==> config.mk <==
export PLATFORM = sky130hd
export DESIGN_NAME = regfile_wr_arbiter_flat
export DESIGN_NICKNAME = d
export VERILOG_FILES = /design/src/rtl/regfile_wr_arbiter_if.sv /design/src/rtl/regfile_wr_arbiter.sv /design/src/flat_wrapper.sv
export SDC_FILE = /design/constraint.sdc
export NUM_CORES = 1
export LEC_CHECK = 0
export CAP_MARGIN = 5
export CORE_MARGIN = 2
export CORE_UTILIZATION = 40
export CTS_CLUSTER_DIAMETER = 30
export DETAILED_ROUTE_END_ITERATION = 6
export DONT_BUFFER_PORTS = 1
export SETUP_SLACK_MARGIN = 0.1
export SYNTH_ARGS = -nofsm -noshare
export SYNTH_HDL_FRONTEND = slang
export SYNTH_SLANG_ARGS = --single-unit
==> constraint.sdc <==
create_clock -name clk -period 3 [get_ports clk]
set_input_delay 0.6 -clock clk [delete_from_list [all_inputs] [get_ports clk]]
set_output_delay 0.6 -clock clk [all_outputs]
set_load 0.1 [all_outputs]
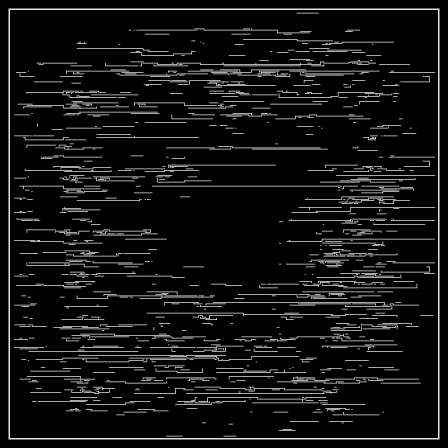
(images/met1.png)
share of all routed wire	44%
nets with wire on the layer	408
vias after detailed routing: 2769
DRT Wirelength: 10.25 mm
GRT met1 Usage: 0.2225

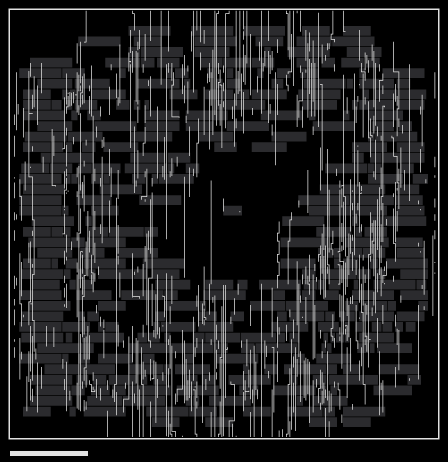
(images/met2.png)
Scale bar: 20 um. Cells faint in the background.
nets with wire on the layer	402
share of all routed wire	47%
wire length on this layer	4860 um
met2 Use GR: 0.2669

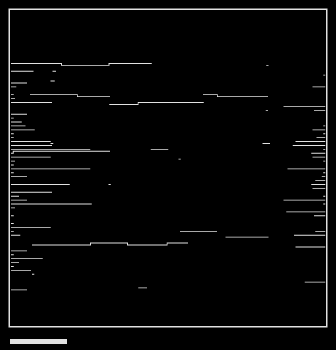
(images/met3.png)
Scale bar: 20 um.
longest straight run	33.6 um
wire length on this layer	697 um
share of all routed wire	6.8%
main direction	horizontal
nets with wire on the layer	76
GR met3 Demand/Resource: 0.08054

==> flow_metrics.py <==
# Auto-generated metrics
metrics = {
    "die": {
        "rows": 38,
        "boundaryPins": 122,
        "fp.dieW_um": 110.1,
    },
    "final_layout": {
        "mostFrequentLayoutCells": "edfxtp_1 (74), dfrtp_1 (40), buf_12 (39), nand3_1 (37)",
        "drive_gt1_frac": 0.3438,
        "num-nets-final": 448,
    },
    "worst_setup_path": {
        "critical-path-slowest-cell": "dfrtp_1",
        "cp_num_buf_inv": 4,
        "critical_path.startpoint_type": "register",
        "r2r_setup_slack_ns": 0.78,
        "slowest_delay_ns": 0.40,
        "cp_top_family": "buffers and inverters",
    },
    "clock_tree": {
        "insertion_delay_ns": 0.51,
        "cts-root-buf": "clkbuf_8",
        "cts.sinks": 116,
        "tritoncts": "built",
        "numCtsBuffers": 17,
    },
    "timing": {
        "hold_violations": 0,
        "layout_min_cycle_time_ns": 2.785,
    },
    "global_route": {
        "antenna_found_initial": 1,
        "grt_max_degree": 43,
    },
    "pwr": {
        "cellLeakagePower_nw": 2.555,
        "fin_total_pwr_w": 0.004788,
    },
    "synthesis": {
        "synth-seq-cells": 116,
        "top_cell": "edfxtp_1",
        "floorplan.nets": 396,
        "ys_chip_area_sq_um": 4502,
        "netlist_area_sq_um": 4502,
    },
    "routing": {
        "firstDrtPassIters": 4,
        "drt_iter0_markers": 145,
    },
    "worst_hold_path": {
        "whs_path_depth": 0,
    },
    "placement": {
        "io_buffer_count": 0,
    },
    "job": {
        "max_cap_viol_count": 0,
    },
    "status": {
        "status": "complete, no violations",
    },
}
==> per-stage QoR <==
step / hold slack (ns) / instances / setup slack, ns
2_1_floorplan: 0.3044 / 316 / -0.3351
3_3_place_gp: 0.3058 / 485 / 0.6530
3_5_place_dp: 0.3059 / 485 / 0.5773
4_1_cts: 0.1443 / 519 / 0.1580
5_1_grt: 0.1366 / 521 / 0.1041
6_report: 0.1790 / 521 / 0.2153
==> kinds of logic after synthesis <==
kind of cell	count (synthesis)	share of synthesized area
AOI/OAI and AO/OA	78	0.09033
DFF	116	0.7271
muxes	36	0.08005
adders and majority gates	2	0.005558
buffers and inverters	28	0.03141
and+or+nand+nor	55	0.06365
xor gates and xnor gates	1	0.001946
==> repair_timing <==
action | CTS | global route
hold buffers | 2 | 0
gates cloned | 0 | 1
resized | 3 | 21
buffers inserted | 0 | 1
endpoints found under the setup margin | 26 | 28
endpoints found under the hold margin | 42 | 0
pin swaps | 0 | 1
==> report_power, final <==
| part | internal [W] | switching (W) |
|---|---|---|
| clock network | 0.00118 | 0.000733 |
| logic | 0.000323 | 0.000673 |
| registers | 0.00183 | 0.0000452 |
==> area by class of cell <==
cell class / count / area (sq um)
timing repair buffer: 56 / 975.9
clock inverter: 15 / 157.7
fill: 848 / 4502
sequential: 116 / 3278
tap: 140 / 175.2
inverter: 5 / 26.28
clock buffer: 17 / 414.1
multi-input combinational: 172 / 1359
==> metal layers <==
metal,up-vias,share of wire,GRT usage
met5,-,0.0013,0
met4,2,0.012,0.06872
met3,14,0.068,0.08054
met2,96,0.47,0.2669
met1,1366,0.44,0.2225
li1,1291,-,-
==> worst reg2reg max path: cells and delay by family, from the launching register on <==
kind,cells,cell delay (ns)
flops,1,0.58
simple gates,2,0.97
buf+inv,1,0.28
Power is estimated from default activity; no workload was simulated.
